===== config.mk =====
export PLATFORM = sky130hd
export DESIGN_NAME = alu_sequencer_flat
export DESIGN_NICKNAME = d
export VERILOG_FILES = /design/src/rtl/alu_sequencer_pkg.sv /design/src/rtl/alu_sequencer_if.sv /design/src/rtl/alu_sequencer_alu_core.sv /design/src/rtl/alu_sequencer.sv /design/src/flat_wrapper.sv
export SDC_FILE = /design/constraint.sdc
export NUM_CORES = 1
export LEC_CHECK = 0
export ABC_AREA = 1
export CAP_MARGIN = 20
export CORE_MARGIN = 2
export CORE_UTILIZATION = 50
export DETAILED_ROUTE_END_ITERATION = 10
export GPL_ROUTABILITY_DRIVEN = 0
export PLACE_DENSITY = 0.66
export SYNTH_ARGS = -nofsm -noshare
export SYNTH_HDL_FRONTEND = slang
export SYNTH_SLANG_ARGS = --single-unit

===== constraint.sdc =====
create_clock -name clock -period 5.9 [get_ports clock]
set_input_delay 0.59 -clock clock [delete_from_list [all_inputs] [get_ports clock]]
set_output_delay 0.59 -clock clock [all_outputs]
set_load 0.05 [all_outputs]

===== src/rtl/alu_sequencer_pkg.sv =====
// Shared opcode and state definitions for the ALU sequencer and its single-cycle core.
package alu_sequencer_pkg;

    localparam int unsigned OPERAND_W = 8;

    localparam logic [4:0] ALU_ADD   = 5'h00;
    localparam logic [4:0] ALU_ADDC  = 5'h01;
    localparam logic [4:0] ALU_SUBB  = 5'h02;
    localparam logic [4:0] ALU_INC   = 5'h03;
    localparam logic [4:0] ALU_ANL   = 5'h04;
    localparam logic [4:0] ALU_ORL   = 5'h05;
    localparam logic [4:0] ALU_XRL   = 5'h06;
    localparam logic [4:0] ALU_CPL   = 5'h07;
    localparam logic [4:0] ALU_ANL_C = 5'h08;
    localparam logic [4:0] ALU_ORL_C = 5'h09;
    localparam logic [4:0] ALU_MUL   = 5'h0A;
    localparam logic [4:0] ALU_DIV   = 5'h0B;

    typedef enum logic [1:0] {
        ST_IDLE = 2'd0,
        ST_EXEC = 2'd1,
        ST_ITER = 2'd2,
        ST_DONE = 2'd3
    } seq_state_t;

endpackage


===== src/rtl/alu_sequencer_if.sv =====
// Request/response bundle between a requester (master) and the sequencer (slave).
interface alu_sequencer_if;

    logic       req_valid;
    logic       req_ready;
    logic [4:0] req_op;
    logic [7:0] req_a;
    logic [7:0] req_b;
    logic       req_cy;
    logic       req_ac;
    logic       req_bit;
    logic       rsp_valid;
    logic       rsp_ready;
    logic [7:0] rsp_lo;
    logic [7:0] rsp_hi;
    logic       rsp_cy;
    logic       rsp_ac;
    logic       rsp_ov;
    logic       busy;

    modport master (
        output req_valid, req_op, req_a, req_b, req_cy, req_ac, req_bit, rsp_ready,
        input  req_ready, rsp_valid, rsp_lo, rsp_hi, rsp_cy, rsp_ac, rsp_ov, busy
    );

    modport slave (
        input  req_valid, req_op, req_a, req_b, req_cy, req_ac, req_bit, rsp_ready,
        output req_ready, rsp_valid, rsp_lo, rsp_hi, rsp_cy, rsp_ac, rsp_ov, busy
    );

endinterface


===== src/rtl/alu_sequencer_alu_core.sv =====
// Combinational single-cycle ALU: arithmetic, logic and carry-bit operations.
module alu_core
    import alu_sequencer_pkg::*;
(
    input  logic [4:0] op,
    input  logic [7:0] a,
    input  logic [7:0] b,
    input  logic       cy,
    input  logic       ac,
    input  logic       bit_op,
    output logic [7:0] res_lo,
    output logic [7:0] res_hi,
    output logic       res_cy,
    output logic       res_ac,
    output logic       res_ov
);

    logic [8:0]  sum9;
    logic [4:0]  nib5;
    logic [15:0] inc16;
    logic        cin;

    // Opcode decode; unknown opcodes fall through to an all-zero result.
    always_comb begin
        res_lo = '0;
        res_hi = '0;
        res_cy = 1'b0;
        res_ac = 1'b0;
        res_ov = 1'b0;
        sum9   = '0;
        nib5   = '0;
        inc16  = '0;
        cin    = 1'b0;
        case (op)
            ALU_ADD, ALU_ADDC: begin
                cin    = (op == ALU_ADDC) ? cy : 1'b0;
                sum9   = {1'b0, a} + {1'b0, b} + {8'b0, cin};
                nib5   = {1'b0, a[3:0]} + {1'b0, b[3:0]} + {4'b0, cin};
                res_lo = sum9[7:0];
                res_cy = sum9[8];
                res_ac = nib5[4];
                res_ov = (a[7] == b[7]) && (sum9[7] != a[7]);
            end
            ALU_SUBB: begin
                sum9   = {1'b0, a} - {1'b0, b} - {8'b0, cy};
                nib5   = {1'b0, a[3:0]} - {1'b0, b[3:0]} - {4'b0, cy};
                res_lo = sum9[7:0];
                res_cy = sum9[8];
                res_ac = nib5[4];
                res_ov = (a[7] != b[7]) && (sum9[7] != a[7]);
            end
            ALU_INC: begin
                inc16  = {b, a} + 16'd1;
                res_lo = inc16[7:0];
                res_hi = inc16[15:8];
                res_cy = cy;
                res_ac = ac;
            end
            ALU_ANL, ALU_ORL, ALU_XRL, ALU_CPL: begin
                res_lo = (op == ALU_ANL) ? (a & b) :
                         (op == ALU_ORL) ? (a | b) :
                         (op == ALU_XRL) ? (a ^ b) : ~a;
                res_cy = cy;
                res_ac = ac;
            end
            ALU_ANL_C, ALU_ORL_C: begin
                res_lo = a;
                res_cy = (op == ALU_ANL_C) ? (cy & bit_op) : (cy | bit_op);
                res_ac = ac;
            end
            default: ;
        endcase
    end

endmodule


===== src/rtl/alu_sequencer.sv =====
// Request/response sequencer: single-cycle ops via alu_core, iterative MUL/DIV inline.
module alu_sequencer
    import alu_sequencer_pkg::*;
#(
    parameter int unsigned MULDIV_ITERS = 8
) (
    input  logic           clock,
    input  logic           reset,
    alu_sequencer_if.slave bus
);

    localparam logic [3:0] ITER_LAST = 4'(MULDIV_ITERS);

    seq_state_t state;
    logic [3:0] iter_cnt;
    logic [4:0] op_r;
    logic [7:0] a_r, b_r;
    logic       cy_r, ac_r, bit_r;
    logic [7:0] work_hi, work_lo;
    logic       req_ready_r, busy_r, rsp_valid_r;
    logic [7:0] rsp_lo_r, rsp_hi_r;
    logic       rsp_cy_r, rsp_ac_r, rsp_ov_r;

    logic [7:0] core_lo, core_hi;
    logic       core_cy, core_ac, core_ov;
    logic [8:0] mul_sum, div_shift;
    logic       div_fits;
    logic [7:0] iter_hi, iter_lo;

    alu_core u_core (
        .op     (op_r),
        .a      (a_r),
        .b      (b_r),
        .cy     (cy_r),
        .ac     (ac_r),
        .bit_op (bit_r),
        .res_lo (core_lo),
        .res_hi (core_hi),
        .res_cy (core_cy),
        .res_ac (core_ac),
        .res_ov (core_ov)
    );

    // One MUL/DIV step: MUL is right-shifting shift-add with the multiplier in work_lo,
    // DIV is restoring division with remainder in work_hi and dividend/quotient in work_lo.
    always_comb begin
        mul_sum   = {1'b0, work_hi} + (work_lo[0] ? {1'b0, a_r} : 9'd0);
        div_shift = {work_hi, work_lo[7]};
        div_fits  = (div_shift >= {1'b0, b_r});
        if (op_r == ALU_MUL) begin
            iter_hi = mul_sum[8:1];
            iter_lo = {mul_sum[0], work_lo[7:1]};
        end else begin
            iter_hi = div_fits ? 8'(div_shift - {1'b0, b_r}) : div_shift[7:0];
            iter_lo = {work_lo[6:0], div_fits};
        end
    end

    // Sequencer FSM with registered handshake and response outputs.
    always_ff @(posedge clock) begin
        if (reset) begin
            state       <= ST_IDLE;
            iter_cnt    <= '0;
            op_r        <= '0;
            a_r         <= '0;
            b_r         <= '0;
            cy_r        <= 1'b0;
            ac_r        <= 1'b0;
            bit_r       <= 1'b0;
            work_hi     <= '0;
            work_lo     <= '0;
            req_ready_r <= 1'b1;
            busy_r      <= 1'b0;
            rsp_valid_r <= 1'b0;
            rsp_lo_r    <= '0;
            rsp_hi_r    <= '0;
            rsp_cy_r    <= 1'b0;
            rsp_ac_r    <= 1'b0;
            rsp_ov_r    <= 1'b0;
        end else begin
            unique case (state)
                ST_IDLE: begin
                    if (bus.req_valid && req_ready_r) begin
                        op_r        <= bus.req_op;
                        a_r         <= bus.req_a;
                        b_r         <= bus.req_b;
                        cy_r        <= bus.req_cy;
                        ac_r        <= bus.req_ac;
                        bit_r       <= bus.req_bit;
                        req_ready_r <= 1'b0;
                        busy_r      <= 1'b1;
                        iter_cnt    <= '0;
                        work_hi     <= '0;
                        work_lo     <= (bus.req_op == ALU_MUL) ? bus.req_b : bus.req_a;
                        if ((bus.req_op == ALU_MUL || bus.req_op == ALU_DIV) && bus.req_b != 8'h00)
                            state <= ST_ITER;
                        else if (bus.req_op == ALU_DIV)
                            state <= ST_DONE;
                        else
                            state <= ST_EXEC;
                    end
                end
                ST_EXEC: begin
                    // MUL only lands here with B==0: the product is zero and AC passes through.
                    if (op_r == ALU_MUL) begin
                        rsp_lo_r <= '0;
                        rsp_hi_r <= '0;
                        rsp_cy_r <= 1'b0;
                        rsp_ac_r <= ac_r;
                        rsp_ov_r <= 1'b0;
                    end else begin
                        rsp_lo_r <= core_lo;
                        rsp_hi_r <= core_hi;
                        rsp_cy_r <= core_cy;
                        rsp_ac_r <= core_ac;
                        rsp_ov_r <= core_ov;
                    end
                    rsp_valid_r <= 1'b1;
                    state       <= ST_DONE;
                end
                ST_ITER: begin
                    if (iter_cnt == ITER_LAST) begin
                        rsp_lo_r    <= work_lo;
                        rsp_hi_r    <= work_hi;
                        rsp_cy_r    <= 1'b0;
                        rsp_ac_r    <= ac_r;
                        rsp_ov_r    <= (op_r == ALU_MUL) ? (work_hi != 8'h00) : 1'b0;
                        rsp_valid_r <= 1'b1;
                        iter_cnt    <= '0;
                        state       <= ST_DONE;
                    end else begin
                        work_hi  <= iter_hi;
                        work_lo  <= iter_lo;
                        iter_cnt <= iter_cnt + 4'd1;
                    end
                end
                ST_DONE: begin
                    // Divide-by-zero enters DONE straight from IDLE with no response yet;
                    // filling it here keeps its latency equal to the single-cycle path.
                    if (!rsp_valid_r) begin
                        rsp_lo_r    <= 8'hFF;
                        rsp_hi_r    <= a_r;
                        rsp_cy_r    <= 1'b0;
                        rsp_ac_r    <= ac_r;
                        rsp_ov_r    <= 1'b1;
                        rsp_valid_r <= 1'b1;
                    end else if (bus.rsp_ready) begin
                        rsp_valid_r <= 1'b0;
                        req_ready_r <= 1'b1;
                        busy_r      <= 1'b0;
                        state       <= ST_IDLE;
                    end
                end
            endcase
        end
    end

    assign bus.req_ready = req_ready_r;
    assign bus.busy      = busy_r;
    assign bus.rsp_valid = rsp_valid_r;
    assign bus.rsp_lo    = rsp_lo_r;
    assign bus.rsp_hi    = rsp_hi_r;
    assign bus.rsp_cy    = rsp_cy_r;
    assign bus.rsp_ac    = rsp_ac_r;
    assign bus.rsp_ov    = rsp_ov_r;

endmodule


===== src/flat_wrapper.sv =====
// flat-port wrapper written by rule: the top's interface ports become plain ports
module alu_sequencer_flat import alu_sequencer_pkg::*;
#(
    parameter int unsigned MULDIV_ITERS = 8
)
  (clock, reset, bus_req_valid, bus_req_op, bus_req_a, bus_req_b, bus_req_cy, bus_req_ac, bus_req_bit, bus_rsp_ready, bus_req_ready, bus_rsp_valid, bus_rsp_lo, bus_rsp_hi, bus_rsp_cy, bus_rsp_ac, bus_rsp_ov, bus_busy);
  alu_sequencer_if bus_i ();
  input  logic clock;
  input  logic reset;
  input wire logic [$bits(bus_i.req_valid)-1:0] bus_req_valid;
  input wire logic [$bits(bus_i.req_op)-1:0] bus_req_op;
  input wire logic [$bits(bus_i.req_a)-1:0] bus_req_a;
  input wire logic [$bits(bus_i.req_b)-1:0] bus_req_b;
  input wire logic [$bits(bus_i.req_cy)-1:0] bus_req_cy;
  input wire logic [$bits(bus_i.req_ac)-1:0] bus_req_ac;
  input wire logic [$bits(bus_i.req_bit)-1:0] bus_req_bit;
  input wire logic [$bits(bus_i.rsp_ready)-1:0] bus_rsp_ready;
  output wire logic [$bits(bus_i.req_ready)-1:0] bus_req_ready;
  output wire logic [$bits(bus_i.rsp_valid)-1:0] bus_rsp_valid;
  output wire logic [$bits(bus_i.rsp_lo)-1:0] bus_rsp_lo;
  output wire logic [$bits(bus_i.rsp_hi)-1:0] bus_rsp_hi;
  output wire logic [$bits(bus_i.rsp_cy)-1:0] bus_rsp_cy;
  output wire logic [$bits(bus_i.rsp_ac)-1:0] bus_rsp_ac;
  output wire logic [$bits(bus_i.rsp_ov)-1:0] bus_rsp_ov;
  output wire logic [$bits(bus_i.busy)-1:0] bus_busy;
  assign bus_i.req_valid = bus_req_valid;
  assign bus_i.req_op = bus_req_op;
  assign bus_i.req_a = bus_req_a;
  assign bus_i.req_b = bus_req_b;
  assign bus_i.req_cy = bus_req_cy;
  assign bus_i.req_ac = bus_req_ac;
  assign bus_i.req_bit = bus_req_bit;
  assign bus_i.rsp_ready = bus_rsp_ready;
  assign bus_req_ready = bus_i.req_ready;
  assign bus_rsp_valid = bus_i.rsp_valid;
  assign bus_rsp_lo = bus_i.rsp_lo;
  assign bus_rsp_hi = bus_i.rsp_hi;
  assign bus_rsp_cy = bus_i.rsp_cy;
  assign bus_rsp_ac = bus_i.rsp_ac;
  assign bus_rsp_ov = bus_i.rsp_ov;
  assign bus_busy = bus_i.busy;
  alu_sequencer #(.MULDIV_ITERS(MULDIV_ITERS)) u_core (.clock(clock), .reset(reset), .bus(bus_i));
endmodule

==> design notes <==
The cell family contributing the most delay on the critical path is buffers and inverters. The largest total area in the synthesized netlist belongs to dfxtp_1. In the final report, the number of endpoints failing setup comes to 0.

The routed via count divided by cell count was 5.72. The switching fraction of total power is 53.4%, and the number of antenna violations at the first check in global routing is 0. Max fanout on the critical path was recorded as 25.

Of the synthesized area, sequential elements account for 22.6%. With the detailed placement HPWL at 15300 um, the final hold slack is 463 ps. The power share of the sequential group is 22.5%, and the number of nets in the synthesized netlist is 1049. Yosys mapped a number of flops with a built-in enable equal to 0.

The antenna diode instance count is 0. Counting every instance in the synthesized netlist gives 963. The tools report the via count of the first global-routing pass as 5986.

The cell with the biggest individual delay on the critical path was ha_1. The setup path with the least slack is of type reg2reg. The commonest register cell is dfxtp_1.

The logs give 0 for the number of DRC violations after detailed routing and 330 ps for the clock latency on the worst-skew pair. The die covers 12900 sq um. Dominant cell by count in the synthesized netlist: nand2_1.

STA classifies the critical path startpoint as a register. The number of nets with antenna violations after routing came out at 0. The path class of the tightest hold or removal check is reg2reg. Yosys printed 0 warnings. Headroom to the max-slew limit came out at 38.0%. The flow ran to the end, and the final reports show no timing, DRC or antenna violations. With the number of CTS-inserted buffers at 9, the count of H-tree levels built during CTS is 3. The share of final-layout standard cells stronger than drive strength 1 is 3.70%, and the tally of OpenROAD warnings is 44.
logic make-up after synthesis:
| logic type | after synthesis | synth area share [%] |
|---|---|---|
| compound gates | 224 | 20.8 |
| xor+xnor | 13 | 1.89 |
| fa+ha+maj | 58 | 12.8 |
| buf+inv | 184 | 11.9 |
| flops | 68 | 22.6 |
| simple gates | 416 | 30.0 |
worst reg2reg max path, cell delays in order, from the launching register on:
cell and delay, ps:
dfxtp_1 320, inv_1 80, ha_1 760, inv_2 320, nor2_1 260, nor2_1 110
nand2_1 350, inv_1 390, o22ai_1 260, a21oi_1 90
flip-flops by register name (all words and copies together) (netlist names):
| register | cells |
|---|---|
| u_core.bit_r | 1 |
| u_core.op_r | 5 |
| u_core.a_r | 8 |
| u_core.b_r | 8 |
| u_core.work_lo | 8 |
| u_core.cy_r | 1 |
| u_core.bus.rsp_ac | 1 |
| u_core.bus.busy | 1 |
| u_core.bus.rsp_lo | 8 |
| u_core.state | 2 |
| u_core.bus.req_ready | 1 |
| u_core.bus.rsp_valid | 1 |
| u_core.bus.rsp_hi | 8 |
| u_core.bus.rsp_ov | 1 |
| u_core.ac_r | 1 |
| u_core.work_hi | 8 |
| u_core.iter_cnt | 4 |
| u_core.bus.rsp_cy | 1 |
through the flow:
step                      setup WS, ps  area (sq um)
after floorplan                   3480          6020
after global placement            2900          6570
after detailed placement          2900          6570
after CTS                         2880          6890
after global routing              2600          6890
final                             2810          6890
power by group through the flow:
stage / sequential, uW / combinational [uW] / clock (uW)
2_1_floorplan: 979 / 1490 / 0
3_5_place_dp: 835 / 2300 / 0
5_1_grt: 857 / 2610 / 591
3_3_place_gp: 837 / 2300 / 0
6_report: 841 / 2330 / 570
4_1_cts: 829 / 2310 / 577
layout by cell type (no fill, tap or decap), types with 2 or more instances in the layout:
cell and n:
nor3_1 7, inv_1 146, buf_4 2, clkbuf_8 4, nand3b_1 4, clkdlybuf4s50_1 49, nand2_1 217, ha_1 52
dfxtp_1 68, inv_2 5, o22ai_1 5, nand4_1 24, fa_1 6, or2_2 2, o21a_1 2, a21oi_1 92
nor2_1 65, o21ai_0 83, o21ai_1 2, o211ai_1 21, xor2_1 9, clkbuf_16 9, nor4_1 2, a221oi_1 8
nand3_1 85, xnor2_1 4, nor2_2 6, o21bai_1 4
per-layer routing:
metal,up-vias,routed length [um],global-route usage [%]
li1,3255,-,-
met1,2995,9200,46.0
met2,271,8440,47.1
met3,39,1590,4.78
met4,0,471,9.02
met5,-,0,0
worst paths after layout:
kind,startpoint,to,slack [ps]
max reg2reg,u_core.state[0],u_core.bus.rsp_ov,2810
min reg2reg,u_core.bus.busy,u_core.bus.busy,460
min,u_core.bus.busy,u_core.bus.busy,460
max,u_core.state[0],u_core.bus.rsp_ov,2810
cell type report:
| class | count | area (sq um) |
|---|---|---|
| clock inverter | 3 | 42.5 |
| inverter | 153 | 579 |
| fill | 1221 | 4970 |
| multi-input combinational | 711 | 3940 |
| tap | 147 | 184 |
| timing repair buffer | 51 | 505 |
| sequential | 68 | 1360 |
| clock buffer | 13 | 280 |
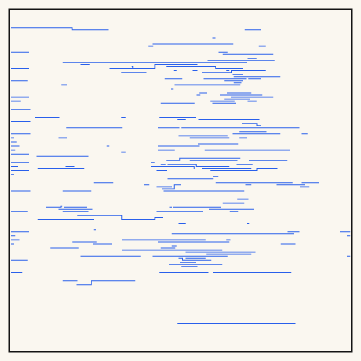
**Above:** metal 3.
Drawn at 3 px/um.
share of all routed wire: 8.1%
wire length on this layer: 1590 um
nets with wire on the layer: 119

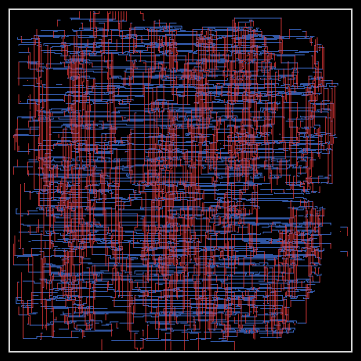
**Above:** signal wires by layer.
Drawn at 3 px/um. Only two layers are drawn.
| layer | colour | wire length |
|---|---|---|
| M2 | red | 8440 um |
| M1 | blue | 9200 um |
wire length after detailed routing: 19700 um
routed length per placed instance: 17.2 um
GRT Util Overall: 31.2%
vias after detailed routing: 6560

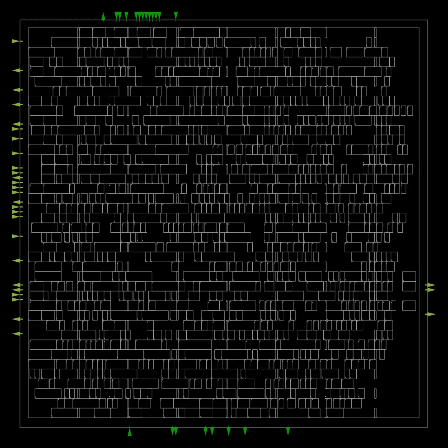
**Above:** cell placement.
final instance count without filler cells: 1146
Filler Cells Inserted: 1221
core area: 11900 sq um
utilization of the core after routing: 58.1%

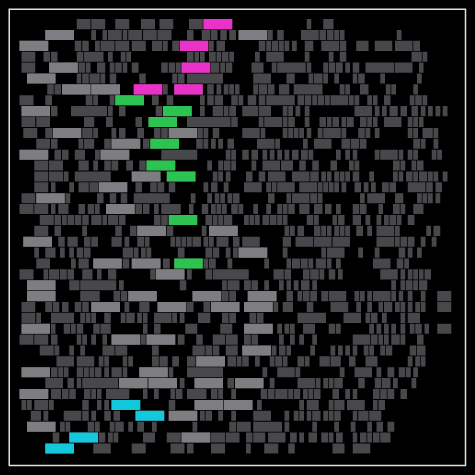
**Above:** where the registers sit.
Drawn at 4 px/um.
| name in the netlist | colour | flops |
|---|---|---|
| `u_core.iter_cnt` | cyan | 4 |
| `u_core.a_r` | green | 8 |
| `u_core.op_r` | magenta | 5 |
not coloured: 51
share of cell area taken by flip-flops and latches: 19.7%
power drawn by the sequential cells: 841 uW
area taken by flip-flops and latches: 1360 sq um

Power is estimated from default activity; no workload was simulated.
